[config.mk]
export PLATFORM = sky130hd
export DESIGN_NAME = sn_stream_decoder
export DESIGN_NICKNAME = d
export VERILOG_FILES = /design/src/rtl/sn_stream_decoder.sv
export SDC_FILE = /design/constraint.sdc
export NUM_CORES = 1
export LEC_CHECK = 0
export ABC_AREA = 1
export CORE_UTILIZATION = 58
export CTS_CLUSTER_SIZE = 12
export DETAILED_ROUTE_END_ITERATION = 7
export PLACE_DENSITY = 0.84
export SETUP_SLACK_MARGIN = 0.4
export SLEW_MARGIN = 20
export SYNTH_ARGS = -nofsm -noshare
export SYNTH_HDL_FRONTEND = slang
export SYNTH_SLANG_ARGS = --single-unit
[constraint.sdc]
create_clock -name clk -period 5.4 [get_ports clk]
set_input_delay 0.54 -clock clk [delete_from_list [all_inputs] [get_ports clk]]
set_output_delay 0.54 -clock clk [all_outputs]
set_load 0.01 [all_outputs]
[src/rtl/sn_stream_decoder.sv]
// Stochastic bitstream decoder: counts ones over a 2^win window and presents
// count / bipolar results through a valid/ready register. Optional: SN_BIPOLAR_EN.
module sn_stream_decoder #(
    parameter int unsigned WIN_LOG2_MAX = 8
) (
    input  logic                    clk,
    input  logic                    rst_n,
    input  logic                    sn_bit,
    input  logic                    sn_valid,
    input  logic [3:0]              win_log2,
    input  logic                    out_ready,
    output logic                    out_valid,
    output logic [WIN_LOG2_MAX:0]   out_count,
    output logic [WIN_LOG2_MAX+1:0] out_bipolar,
    output logic [3:0]              out_win,
    output logic                    overrun
);

    localparam int unsigned CW = WIN_LOG2_MAX + 1;
    localparam int unsigned BW = WIN_LOG2_MAX + 2;
    localparam int unsigned WW = 4;

    typedef enum logic {
        S_IDLE = 1'b0,
        S_ACC  = 1'b1
    } state_t;

    state_t          r_state, w_state_nxt;
    logic [CW-1:0]   r_acc, w_acc_nxt;
    logic [CW-1:0]   r_seen, w_seen_nxt;
    logic [WW-1:0]   r_win, w_win_nxt;
    logic            r_out_valid, w_out_valid_nxt;
    logic [CW-1:0]   r_out_count, w_out_count_nxt;
    logic [WW-1:0]   r_out_win, w_out_win_nxt;
    logic            r_overrun, w_overrun_nxt;

    logic [WW-1:0]   w_win_clamped;
    logic [CW-1:0]   w_final;
    logic            w_last;
    logic            w_done;
    logic            w_load;

    // Window exponent as it would be latched this cycle.
    always_comb begin
        w_win_clamped = win_log2;
        if (win_log2 == WW'(0)) begin
            w_win_clamped = WW'(1);
        end else if (win_log2 > WW'(WIN_LOG2_MAX)) begin
            w_win_clamped = WW'(WIN_LOG2_MAX);
        end
    end

    assign w_final = r_acc + CW'(sn_bit);
    assign w_last  = (r_seen + CW'(1)) == (CW'(1) << r_win);
    assign w_done  = (r_state == S_ACC) && sn_valid && w_last;
    assign w_load  = w_done && (!r_out_valid || out_ready);

    // Next-state and result-register logic.
    always_comb begin
        w_state_nxt     = r_state;
        w_acc_nxt       = r_acc;
        w_seen_nxt      = r_seen;
        w_win_nxt       = r_win;
        w_out_valid_nxt = r_out_valid;
        w_out_count_nxt = r_out_count;
        w_out_win_nxt   = r_out_win;
        w_overrun_nxt   = r_overrun;

        case (r_state)
            S_IDLE: begin
                if (sn_valid) begin
                    w_win_nxt   = w_win_clamped;
                    w_acc_nxt   = CW'(sn_bit);
                    w_seen_nxt  = CW'(1);
                    w_state_nxt = S_ACC;
                end
            end
            S_ACC: begin
                if (sn_valid) begin
                    if (w_last) begin
                        // Restart in the completion cycle so no bit is lost.
                        w_acc_nxt  = '0;
                        w_seen_nxt = '0;
                        w_win_nxt  = w_win_clamped;
                    end else begin
                        w_acc_nxt  = w_final;
                        w_seen_nxt = r_seen + CW'(1);
                    end
                end
            end
            default: w_state_nxt = S_IDLE;
        endcase

        if (w_load) begin
            w_out_valid_nxt = 1'b1;
            w_out_count_nxt = w_final;
            w_out_win_nxt   = r_win;
        end else if (r_out_valid && out_ready) begin
            w_out_valid_nxt = 1'b0;
        end

        if (w_done && !w_load) begin
            w_overrun_nxt = 1'b1;
        end
    end

    always_ff @(posedge clk) begin
        if (rst_n) begin
            r_state     <= S_IDLE;
            r_acc       <= '0;
            r_seen      <= '0;
            r_win       <= '0;
            r_out_valid <= 1'b0;
            r_out_count <= '0;
            r_out_win   <= '0;
            r_overrun   <= 1'b0;
        end else begin
            r_state     <= w_state_nxt;
            r_acc       <= w_acc_nxt;
            r_seen      <= w_seen_nxt;
            r_win       <= w_win_nxt;
            r_out_valid <= w_out_valid_nxt;
            r_out_count <= w_out_count_nxt;
            r_out_win   <= w_out_win_nxt;
            r_overrun   <= w_overrun_nxt;
        end
    end

`ifdef SN_BIPOLAR_EN
    logic [BW-1:0] r_out_bipolar;
    logic [BW-1:0] w_bipolar;

    assign w_bipolar = {w_final, 1'b0} - (BW'(1) << r_win);

    always_ff @(posedge clk) begin
        if (rst_n) begin
            r_out_bipolar <= '0;
        end else if (w_load) begin
            r_out_bipolar <= w_bipolar;
        end
    end

    assign out_bipolar = r_out_bipolar;
`else
    assign out_bipolar = BW'(0);
`endif

    assign out_valid = r_out_valid;
    assign out_count = r_out_count;
    assign out_win   = r_out_win;
    assign overrun   = r_overrun;

endmodule

==> flow_metrics.env, run 1 <==
# source this file to load flow results
export IMPL_status="finished clean"
export IMPL_bufAreaShareNonClock=0.0881
export IMPL_slew_headroom=0.390
export IMPL_whs_path_depth=2
export IMPL_top_level_ports=34
export IMPL_grt_max_degree=26
export IMPL_design_area_mm2=0.00261
export IMPL_synth_area_leader_cell="dfxtp_1"
export IMPL_seq_power_uw=299
export IMPL_whs_ns=0.477
export IMPL_crit_required_ns=5.60
export IMPL_fin_nets=389
export IMPL_die_w_um=65.4
export IMPL_root_buffer="clkbuf_8"
export IMPL_fin_crit_ns=2.32
export IMPL_finalSetupViolations=0
export IMPL_met3_usage=0.0469
export IMPL_max_freq_ghz=0.430
export IMPL_routed_wl_um=4600
export IMPL_track_usage=0.235
export IMPL_ys_seq_frac=0.327
export IMPL_cts_resized=0
export IMPL_final_util=0.698
export IMPL_antenna_found_initial=0
export IMPL_ys_area_mm2=0.00233
export IMPL_cts_made_buffers=5
export IMPL_hold_viol_final=0
export IMPL_grt_pass1_wl_um=7820
export IMPL_edf_count=0
export IMPL_wl_met1_um=2250
export IMPL_internal_power_uw=440
export IMPL_top_usage_layer="met2"
export IMPL_synth_async_reset_ratio=0
export IMPL_coreArea_mm2=0.00374
export IMPL_met2_usage=0.356
export IMPL_ir_worst_vdd_v=0.000120
export IMPL_cts_sinks=38
export IMPL_grt_overflow_total=0
export IMPL_dr_pass1_iters=5
export IMPL_yosys_top_cells_count="nand2_1 (96), inv_1 (59), dfxtp_1 (38)"
export IMPL_ant_nets=0
export IMPL_globalplace_congestion=0.881
export IMPL_netSwitchingPower_uw=180
export IMPL_vias=2139
export IMPL_postCtsHoldBufs=0
export IMPL_crit_chain="ha_1, nand3_2, or2_1, nand2_1, nand2_1, nand2_1, nor2_2, nand3_4, inv_2, nor2_2, nand2_1, a21oi_1"
export IMPL_seq_share=0.291
export IMPL_cp_top_family="simple AND/OR/NAND/NOR gates"
export IMPL_final_cell_mix="nand2_1 (96), inv_1 (59), dfxtp_1 (38)"
export IMPL_flop_area_um2=761
export IMPL_top_power_group="sequential cells"
export IMPL_clock_latency_ns=0.30
export IMPL_pg_comb_uw=118
export IMPL_layoutNonFillerInstCount=426
export IMPL_io_buffers=23
export IMPL_drv_cap=0
export IMPL_via_per_inst=5.02
export IMPL_comb_cell_share=0.471
export IMPL_final_clk_cell_share=0.0350
export IMPL_area_growth_pct=12.1
export IMPL_top_layer="met4"
export IMPL_finalCritPeriodShare=0.430
export IMPL_worst_slew_pin_slew_ns=0.913
export IMPL_endpoint_kind="flop"
export IMPL_path_depth=12
export IMPL_dp_hpwl_um=3330
export IMPL_placed_cells=418
export IMPL_tapCellCount=48
export IMPL_clockBufferDepth=2
export IMPL_fillers=338
export IMPL_netlist_area_leader_share=0.327
export IMPL_syn_area_mm2=0.00233
export IMPL_hold_path_class="reg2reg"
export IMPL_reg2reg_depth=12
export IMPL_place_area_mm2=0.00252
export IMPL_power_frac_comb=0.191
export IMPL_fp_util=0.622
export IMPL_diodes=0
export IMPL_grtUsageMet1=0.334
export IMPL_start_kind="flop"
export IMPL_postCtsSetupBuffers=0
export IMPL_comb_area_mm2=0.00123
export IMPL_cts_tree="built"
export IMPL_first_iter_violations=137
export IMPL_crit_buf_inv=1
-- run 1: kinds of logic after synthesis --
group,synth area share
AND-OR/OR-AND,0.0714
other,0.00161
buffers and inverters,0.160
XOR/XNOR,0.0338
adder cells (fa/ha/maj),0.0161
AND/OR/NAND/NOR,0.390
flip-flops,0.327
-- run 1: final timing paths --
| path | slack, ns | end | start |
|---|---|---|---|
| worst max-delay path | 3.08 | r_seen[2]$_SDFFE_PP0P_ | r_seen[1]$_SDFFE_PP0P_ |
| worst min-delay path | 0.48 | r_seen[8]$_SDFFE_PP0P_ | r_seen[8]$_SDFFE_PP0P_ |
| worst max register to register | 3.08 | r_seen[2]$_SDFFE_PP0P_ | r_seen[1]$_SDFFE_PP0P_ |
| worst min register to register | 0.48 | r_seen[8]$_SDFFE_PP0P_ | r_seen[8]$_SDFFE_PP0P_ |
**Run 1: sizing map**

Bar = 20 um.
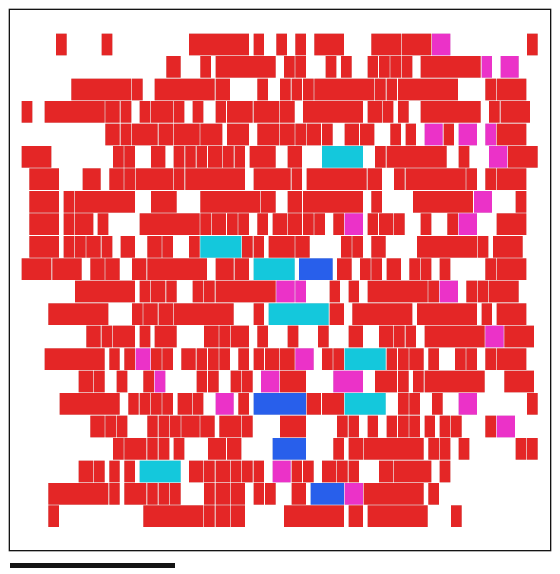
- cyan: x6 and larger (cells 7; most used clkbuf_8)
- magenta: x2 (cells 24; most used nand2_2)
- blue: x3 and x4 (cells 4; most used nor2_4)
- red: x1 and smaller (cells 343; most used nand2_1)

**Run 1: sequential cells grouped by signal name**

Bar = 20 um. Other sequential cells in the stronger gray, the rest of the logic in the fainter gray.
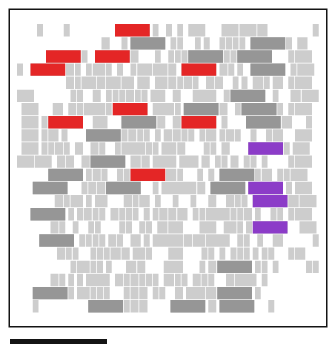
- red: r_acc (sequential cells 9)
- purple: out_win (sequential cells 4; where east)

**Run 1: routed clock nets over the placement**

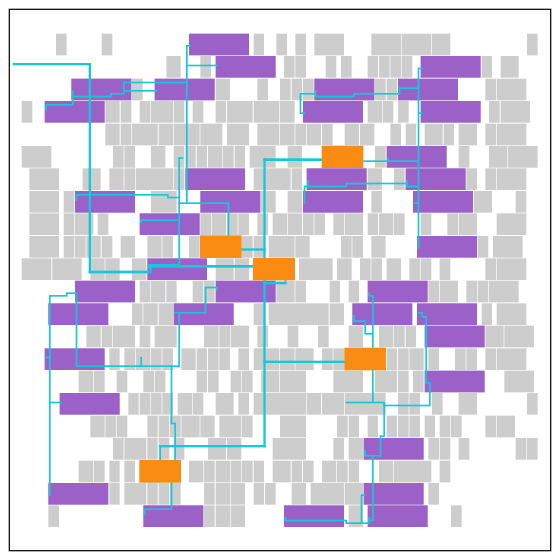
- orange: clock-net drivers (count 5)
- cyan: clock wires (length 478 um)
- purple: flip-flops (count 38)
- routed clock nets: 6

**Run 1: placement by cell class**

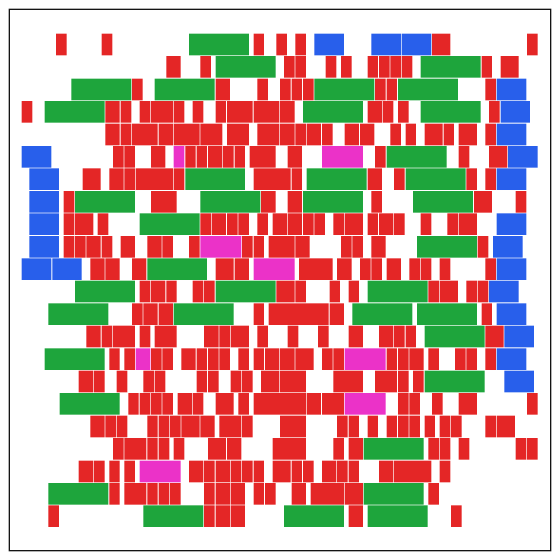

==> run 2, diff against run 1 <==
--- a/config.mk
+++ b/config.mk
@@ -6,10 +6,10 @@
 export NUM_CORES = 1
 export LEC_CHECK = 0
 export ABC_AREA = 1
-export CORE_UTILIZATION = 58
+export CORE_UTILIZATION = 54
 export CTS_CLUSTER_SIZE = 12
 export DETAILED_ROUTE_END_ITERATION = 7
-export PLACE_DENSITY = 0.84
+export PLACE_DENSITY = 0.79
 export SETUP_SLACK_MARGIN = 0.4
 export SLEW_MARGIN = 20
 export SYNTH_ARGS = -nofsm -noshare
==> constraint.sdc (replaced) <==
create_clock -name clk -period 2.4 [get_ports clk]
set_input_delay 0.24 -clock clk [delete_from_list [all_inputs] [get_ports clk]]
set_output_delay 0.24 -clock clk [all_outputs]
set_load 0.01 [all_outputs]
**Run 2: placement by cell class**

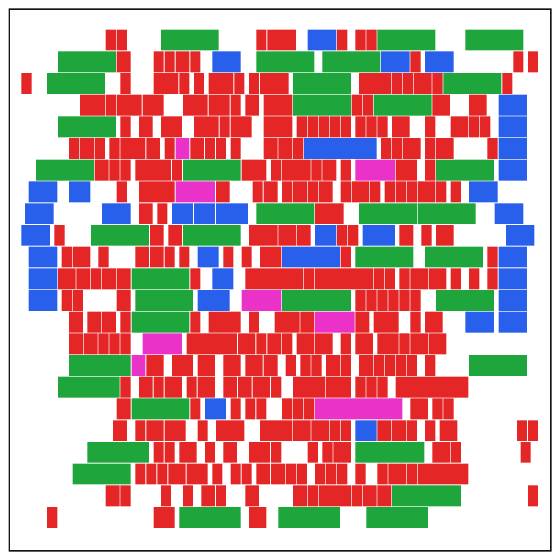
- blue: remaining buffers and delay cells (cells 36; share of their area 13%)
- green: registers (cells 38; share of their area 27%)
- red: remaining logic cells (cells 309; share of their area 56%)
- magenta: clock drivers and dummy loads (cells 8; share of their area 3.8%)

**Run 2: sequential cells grouped by signal name**

Bar = 20 um. Other sequential cells in the stronger gray, the rest of the logic in the fainter gray.
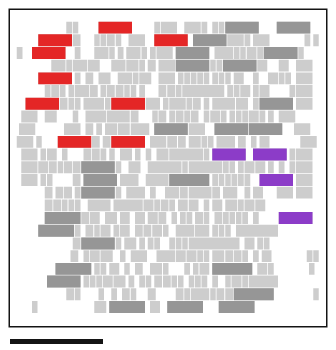
- red: r_acc (sequential cells 9; where north-west)
- purple: out_win (sequential cells 4; where east)
- not colored: 25

==> flow_metrics.env, run 2 <==
# source this file to load flow results
export IMPL_drv_cap=0
export IMPL_globalplace_congestion=0.925
export IMPL_syn_area_mm2=0.00233
export IMPL_seq_power_uw=677
export IMPL_ir_worst_vdd_v=0.000319
export IMPL_met2_usage=0.344
export IMPL_internal_power_mw=1.11
export IMPL_crit_required_ns=2.59
export IMPL_comb_cell_share=0.464
export IMPL_ys_area_mm2=0.00233
export IMPL_design_area_mm2=0.00293
export IMPL_worst_slew_pin_slew_ns=0.627
export IMPL_coreArea_mm2=0.00406
export IMPL_hold_viol_final=0
export IMPL_wl_met1_um=2410
export IMPL_ys_sh_xor=0.0338
export IMPL_cts_made_buffers=5
export IMPL_finalCritPeriodShare=0.846
export IMPL_vias=2182
export IMPL_cp_endpoint="out_count[4]$_SDFFE_PP0P_"
export IMPL_cts_resized=8
export IMPL_diodes=0
export IMPL_layoutNonFillerInstCount=441
export IMPL_place_area_mm2=0.00255
export IMPL_die_w_um=67.7
export IMPL_power_frac_comb=0.215
export IMPL_whs_ns=0.494
export IMPL_yosys_top_cells_count="nand2_1 (96), inv_1 (59), dfxtp_1 (38)"
export IMPL_finalSetupViolations=0
export IMPL_ant_nets=0
export IMPL_rrSetupSlack_ns=0.37
export IMPL_endpoint_kind="flop"
export IMPL_seq_share=0.266
export IMPL_status="finished clean"
export IMPL_clock_latency_ns=0.29
==> run 2: cell types whose count changed in the layout (fill, tap and decap cells not counted), sizes merged <==
cell,change
inv,-1
clkbuf,-1
bufinv,+1
clkinv,+1
buf,+12
clkinvlp,+1
==> run 2: how the worst min path moves through the flow <==
stage                             endpoint  slack [ns]  depth (start not counted)
floorplan            r_win[3]$_SDFFE_PP0P_        0.41                          2
detailed placement    overrun$_SDFFE_PP0P_        0.45                          2
CTS                   overrun$_SDFFE_PP0P_        0.46                          2
global placement      overrun$_SDFFE_PP0P_        0.45                          2
global route          overrun$_SDFFE_PP0P_        0.51                          2
finish              r_seen[4]$_SDFFE_PP0P_        0.49                          2
